<file path="src/rtl/des_pkg.sv">
// -----------------------------------------------------------------------------
// des_pkg
// Shared constants and helpers for the DES subkey generator:
//   - width constants for the CD register, one half, and a subkey
//   - the 16-entry left-shift schedule S[n]
//   - the PC-2 selection table (FIPS 46 bit numbering, bit 1 = MSB)
//   - the key-schedule FSM state type
//   - per-half rotate helpers (rotation never crosses the C/D boundary)
// -----------------------------------------------------------------------------
package des_pkg;

  localparam int CD_W     = 56;
  localparam int HALF_W   = 28;
  localparam int SK_W     = 48;
  localparam int N_ROUNDS = 16;

  typedef enum logic {
    IDLE  = 1'b0,
    ISSUE = 1'b1
  } state_e;

  // Element [i] holds S[i+1], so it can be indexed directly by round_idx.
  // Listed from S[16] down to S[1]; rounds 1, 2, 9 and 16 shift by one.
  localparam logic [N_ROUNDS-1:0][1:0] SHIFT_SCHED = {
    2'd1, 2'd2, 2'd2, 2'd2, 2'd2, 2'd2, 2'd2, 2'd1,
    2'd2, 2'd2, 2'd2, 2'd2, 2'd2, 2'd2, 2'd1, 2'd1
  };

  // Entry [i] is the 1-based CD bit that feeds subkey bit i+1 (MSB first).
  localparam logic [0:SK_W-1][5:0] PC2_TAB = {
    6'd14, 6'd17, 6'd11, 6'd24, 6'd1,  6'd5,
    6'd3,  6'd28, 6'd15, 6'd6,  6'd21, 6'd10,
    6'd23, 6'd19, 6'd12, 6'd4,  6'd26, 6'd8,
    6'd16, 6'd7,  6'd27, 6'd20, 6'd13, 6'd2,
    6'd41, 6'd52, 6'd31, 6'd37, 6'd47, 6'd55,
    6'd30, 6'd40, 6'd51, 6'd45, 6'd33, 6'd48,
    6'd44, 6'd49, 6'd39, 6'd56, 6'd34, 6'd53,
    6'd46, 6'd42, 6'd50, 6'd36, 6'd29, 6'd32
  };

  // Shift amounts are only ever 1 or 2.
  function automatic logic [HALF_W-1:0] rotr_half(input logic [HALF_W-1:0] x,
                                                  input logic [1:0]        s);
    return (s == 2'd1) ? {x[0], x[HALF_W-1:1]} : {x[1:0], x[HALF_W-1:2]};
  endfunction

  function automatic logic [HALF_W-1:0] rotl_half(input logic [HALF_W-1:0] x,
                                                  input logic [1:0]        s);
    return (s == 2'd1) ? {x[HALF_W-2:0], x[HALF_W-1]}
                       : {x[HALF_W-3:0], x[HALF_W-1:HALF_W-2]};
  endfunction

  function automatic logic [CD_W-1:0] rotr_cd(input logic [CD_W-1:0] cd,
                                              input logic [1:0]      s);
    return {rotr_half(cd[CD_W-1:HALF_W], s), rotr_half(cd[HALF_W-1:0], s)};
  endfunction

  function automatic logic [CD_W-1:0] rotl_cd(input logic [CD_W-1:0] cd,
                                              input logic [1:0]      s);
    return {rotl_half(cd[CD_W-1:HALF_W], s), rotl_half(cd[HALF_W-1:0], s)};
  endfunction

endpackage

</file>
<file path="src/rtl/des_pc2.sv">
// -----------------------------------------------------------------------------
// des_pc2
// Purely combinational DES Permuted Choice 2: selects 48 of the 56 CD bits.
// Ports:
//   cd_i      in  56  C (cd_i[55:28]) and D (cd_i[27:0]); FIPS bit 1 = cd_i[55]
//   subkey_o  out 48  round subkey; FIPS bit 1 = subkey_o[47]
// -----------------------------------------------------------------------------
module des_pc2
  import des_pkg::*;
(
  input  logic [CD_W-1:0] cd_i,
  output logic [SK_W-1:0] subkey_o
);

  // FIPS bit k of a 56-bit vector sits at index 56-k.
  for (genvar i = 0; i < SK_W; i++) begin : g_pc2
    assign subkey_o[SK_W-1-i] = cd_i[CD_W - int'(PC2_TAB[i])];
  end

endmodule

</file>
<file path="src/rtl/des_subkey_rev_gen.sv">
// -----------------------------------------------------------------------------
// des_subkey_rev_gen
// Sequential DES round-key generator. Streams the 16 subkeys one per accepted
// handshake, K16 first (decrypt order). The CD register is loaded from the
// PC-1 key and rotated right by S[n] after each accepted subkey; since the
// shifts total 28, C16D16 equals the loaded key, so K16 needs no pre-rotation.
//
// Optional build macro DES_KSCHED_ENC_EN: when defined, mode=0 at start
// selects encrypt order (K1 first, left rotations). When undefined, mode is
// ignored and the left-rotate path is not built.
//
// Ports:
//   clk           in   1  rising-edge clock
//   rst_n         in   1  asynchronous active-low reset
//   start         in   1  load key_in and begin a schedule (IDLE only)
//   key_in        in  56  PC-1 output, C = [55:28], D = [27:0]
//   mode          in   1  1 = decrypt order, 0 = encrypt order (macro only)
//   busy          out  1  schedule in progress
//   subkey_valid  out  1  subkey/round_idx hold a valid key
//   subkey_ready  in   1  consumer accepts the current key
//   subkey        out 48  PC-2 of the CD register
//   round_idx     out  4  DES round number minus 1
//   done          out  1  one-cycle pulse after the last handshake
//   dbg_state     out  1  current FSM state
//
// Handshake: a subkey transfers on every rising edge where subkey_valid and
// subkey_ready are both high. subkey_valid never depends on subkey_ready, and
// subkey/round_idx stay constant while valid is high and ready is low.
// -----------------------------------------------------------------------------
module des_subkey_rev_gen
  import des_pkg::*;
(
  input  logic            clk,
  input  logic            rst_n,
  input  logic            start,
  input  logic [CD_W-1:0] key_in,
  input  logic            mode,
  output logic            busy,
  output logic            subkey_valid,
  input  logic            subkey_ready,
  output logic [SK_W-1:0] subkey,
  output logic [3:0]      round_idx,
  output logic            done,
  output state_e          dbg_state
);

  state_e          state_q;
  logic [CD_W-1:0] cd_q;
  logic [3:0]      idx_q;
  logic            done_q;

  logic            hs;
  logic            last_round;
  logic [CD_W-1:0] load_cd_d;
  logic [CD_W-1:0] step_cd_d;
  logic [3:0]      load_idx_d;
  logic [3:0]      step_idx_d;

  assign hs = (state_q == ISSUE) && subkey_ready;

`ifdef DES_KSCHED_ENC_EN
  logic enc_start;
  logic enc_q;

  assign enc_start = ~mode;

  // Encrypt order starts from C1D1 = rotl(C0D0, S[1]) with S[1] = 1, and
  // stepping from round n to n+1 uses S[n+1] = SHIFT_SCHED[idx+1].
  always_comb begin
    load_cd_d  = enc_start ? rotl_cd(key_in, 2'd1) : key_in;
    load_idx_d = enc_start ? 4'd0 : 4'd15;
    step_cd_d  = enc_q ? rotl_cd(cd_q, SHIFT_SCHED[idx_q + 4'd1])
                       : rotr_cd(cd_q, SHIFT_SCHED[idx_q]);
    step_idx_d = enc_q ? (idx_q + 4'd1) : (idx_q - 4'd1);
    last_round = enc_q ? (idx_q == 4'd15) : (idx_q == 4'd0);
  end
`else
  logic unused_mode;

  assign unused_mode = mode;

  always_comb begin
    load_cd_d  = key_in;
    load_idx_d = 4'd15;
    step_cd_d  = rotr_cd(cd_q, SHIFT_SCHED[idx_q]);
    step_idx_d = idx_q - 4'd1;
    last_round = (idx_q == 4'd0);
  end
`endif

  // Single FSM process. Without a handshake in ISSUE every register holds,
  // which is what keeps subkey/round_idx stable across a stall.
  always_ff @(posedge clk or negedge rst_n) begin
    if (!rst_n) begin
      state_q <= IDLE;
      cd_q    <= '0;
      idx_q   <= 4'd0;
      done_q  <= 1'b0;
`ifdef DES_KSCHED_ENC_EN
      enc_q   <= 1'b0;
`endif
    end else begin
      done_q <= 1'b0;
      case (state_q)
        IDLE: begin
          if (start) begin
            cd_q    <= load_cd_d;
            idx_q   <= load_idx_d;
            state_q <= ISSUE;
`ifdef DES_KSCHED_ENC_EN
            enc_q   <= enc_start;
`endif
          end
        end
        ISSUE: begin
          if (hs) begin
            if (last_round) begin
              state_q <= IDLE;
              done_q  <= 1'b1;
            end else begin
              cd_q  <= step_cd_d;
              idx_q <= step_idx_d;
            end
          end
        end
        default: state_q <= IDLE;
      endcase
    end
  end

  des_pc2 u_pc2 (
    .cd_i     (cd_q),
    .subkey_o (subkey)
  );

  assign busy         = (state_q == ISSUE);
  assign subkey_valid = (state_q == ISSUE);
  assign round_idx    = idx_q;
  assign done         = done_q;
  assign dbg_state    = state_q;

endmodule

</file>
<file path="config.mk">
export PLATFORM = sky130hd
export DESIGN_NAME = des_subkey_rev_gen
export DESIGN_NICKNAME = d
export VERILOG_FILES = /design/src/rtl/des_pkg.sv /design/src/rtl/des_pc2.sv /design/src/rtl/des_subkey_rev_gen.sv
export SDC_FILE = /design/constraint.sdc
export NUM_CORES = 1
export LEC_CHECK = 0
export CAP_MARGIN = 30
export CORE_ASPECT_RATIO = 2
export CORE_MARGIN = 2
export CORE_UTILIZATION = 44
export CTS_CLUSTER_SIZE = 14
export DETAILED_ROUTE_END_ITERATION = 12
export PLACE_DENSITY = 0.88
export SLEW_MARGIN = 20
export SYNTH_ARGS = -nofsm -noshare
export SYNTH_HDL_FRONTEND = slang
export SYNTH_SLANG_ARGS = --single-unit
</file>
<file path="constraint.sdc">
create_clock -name clk -period 1.8 [get_ports clk]
set_input_delay 0.36 -clock clk [delete_from_list [all_inputs] [get_ports clk]]
set_output_delay 0.36 -clock clk [all_outputs]
set_load 0.01 [all_outputs]
</file>
Clock wiring as the flow saved it:
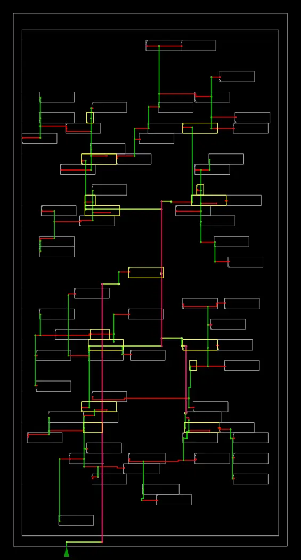
clock buf count: 11
Num CTS Buffers: 9

Clock network drawn from the DEF:
Drawn at 4 px/um.
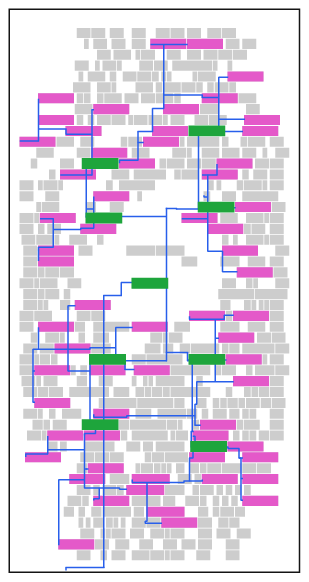
Magenta shows flip-flops, count 62. Blue shows clock wires, length 813 um. Green shows clock drivers, count 9.
There are 10 routed clock nets. Position of the flops: all over the die.
Layout Skew: 0.00856 ns
clock share of power: 0.171

Signal wires on met3:
Drawn at 4 px/um.
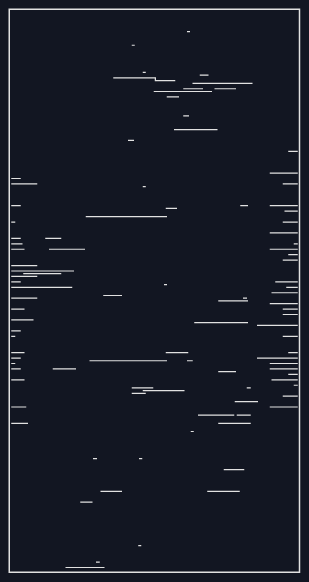
83 nets have wire on it. The layer holds 4.4% of the routed length. The wires run mostly horizontal.

Gate families picked out:
Drawn at 2 px/um.
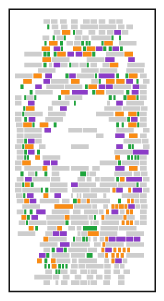
Green shows nand cells, cells 102, where all over the die. Orange shows aoi and oai cells, cells 78, where all over the die. Purple shows mux cells, cells 57, where all over the die.

Wiring by layer:
Drawn at 2 px/um.
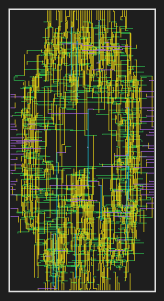
Purple shows metal 3, wire length 486 um. Cyan shows metal 4, wire length 328 um. Yellow shows metal 2, wire length 6350 um. Green shows metal 1, wire length 3780 um.
GRT Resource Usage Total: 0.203
DR vias: 3376
Routed WL per cell: 18.6 um
Routed Wire Length: 10900 um

==> flow_summary.ini <==
; synthesis and place-and-route metrics
[logic_synthesis]
yosysCellCount = 409
ys_sh_xor = 0.00214
fa_ha_area_frac = 0.0122
synth.yosys.warnings = 0
ys_seq_frac = 0.379
syn_area_um2 = 4090
synth_nets = 474

[finish]
fin_util = 0.629
drive_gt1_frac = 0.214
stdcell_area_um2 = 5670
instances_no_fill = 589
nets = 548

[worst_setup_path]
r2r_end = cd_q[7]
cp-end-kind = flop
reg2regPathDepth = 8
worstPathMaxFanout = 8
endpoint = cd_q[7]
required_ns = 2.00
worstPathArrival_ns = 2.04
startpoint = round_idx[0]

[power]
power.total_uw = 9130
p_int_uw = 5720
power_leader = combinational logic
swShare = 0.373
pg_comb_uw = 4770

[detailed_routing]
wl_met1_um = 3780
drc = 0

[final_timing]
setup_viol = 17
fin_tns_setup_ns = -0.168
final_max_slew_viol_count = 0
fin_crit_sh = 1.02
worst_slack_ns = -0.0346
fmax_mhz = 545

[global_route]
use_met2 = 0.368
antenna_found_initial = 0
grt_pass1_vias = 3417
grt_util_met1 = 0.220

[die]
core_area_um2 = 9010
die_w_um = 72.2
die_h_um = 140

[placed_design]
globalplace.congestion = 0.774
placed_area_um2 = 4990

[outcome]
status = finished with violations
violations = setup timing

[clocking]
cts_tree = built

[hold_path]
min_path_type = in2async
[critical path: stages, from the launching register on]
cell	delay [ns]
dfrtp_1	0.40
inv_2	0.13
ha_4	0.15
nand4b_1	0.18
o311ai_4	0.13
buf_12	0.21
clkbuf_16	0.18
mux2i_1	0.25
o211ai_2	0.09
[area by class of cell]
| type | instances | area share |
|---|---|---|
| timing repair buffer | 145 | 0.288 |
| tap | 102 | 0.0225 |
| sequential | 62 | 0.274 |
| inverter | 3 | 0.00199 |
| clock buffer | 11 | 0.0446 |
| clock inverter | 4 | 0.00397 |
| multi-input combinational | 262 | 0.364 |
[what timing repair did]
action / 4_1_cts / 5_1_grt
setup buffers: 0 / 4
cloned: 2 / 6
pin swaps: 0 / 6
setup endpoints to repair: 46 / 58
gates resized: 7 / 33
[cells in the mapped netlist]
| cell type | number |
|---|---|
| dfrtp_1 | 62 |
| mux2i_1 | 57 |
| buf_4 | 52 |
| nand2_1 | 50 |
| nand3_1 | 48 |
| o211ai_2 | 31 |
| o21ai_1 | 18 |
| o211ai_1 | 16 |
| clkbuf_1 | 12 |
| a21oi_1 | 11 |
| nor3b_1 | 9 |
| buf_6 | 7 |
| buf_2 | 6 |
| nor2_1 | 5 |
| buf_12 | 4 |
| ha_1 | 4 |
| inv_1 | 3 |
| a21oi_2 | 1 |
| and2_1 | 1 |
| and2_4 | 1 |
| clkbuf_4 | 1 |
| nand2_4 | 1 |
| nand2b_1 | 1 |
| nand4_1 | 1 |
| nand4b_1 | 1 |
| nor2b_1 | 1 |
| nor3_1 | 1 |
| o22a_1 | 1 |
| o311ai_2 | 1 |
| or3b_1 | 1 |
| xor2_1 | 1 |
[registers in the layout, summed over array words and instances (netlist names)]
| register | flops |
|---|---|
| busy | 1 |
| cd_q | 56 |
| done | 1 |
| round_idx | 4 |
Power figures rest on the tool's default switching activity, not on a simulated workload.
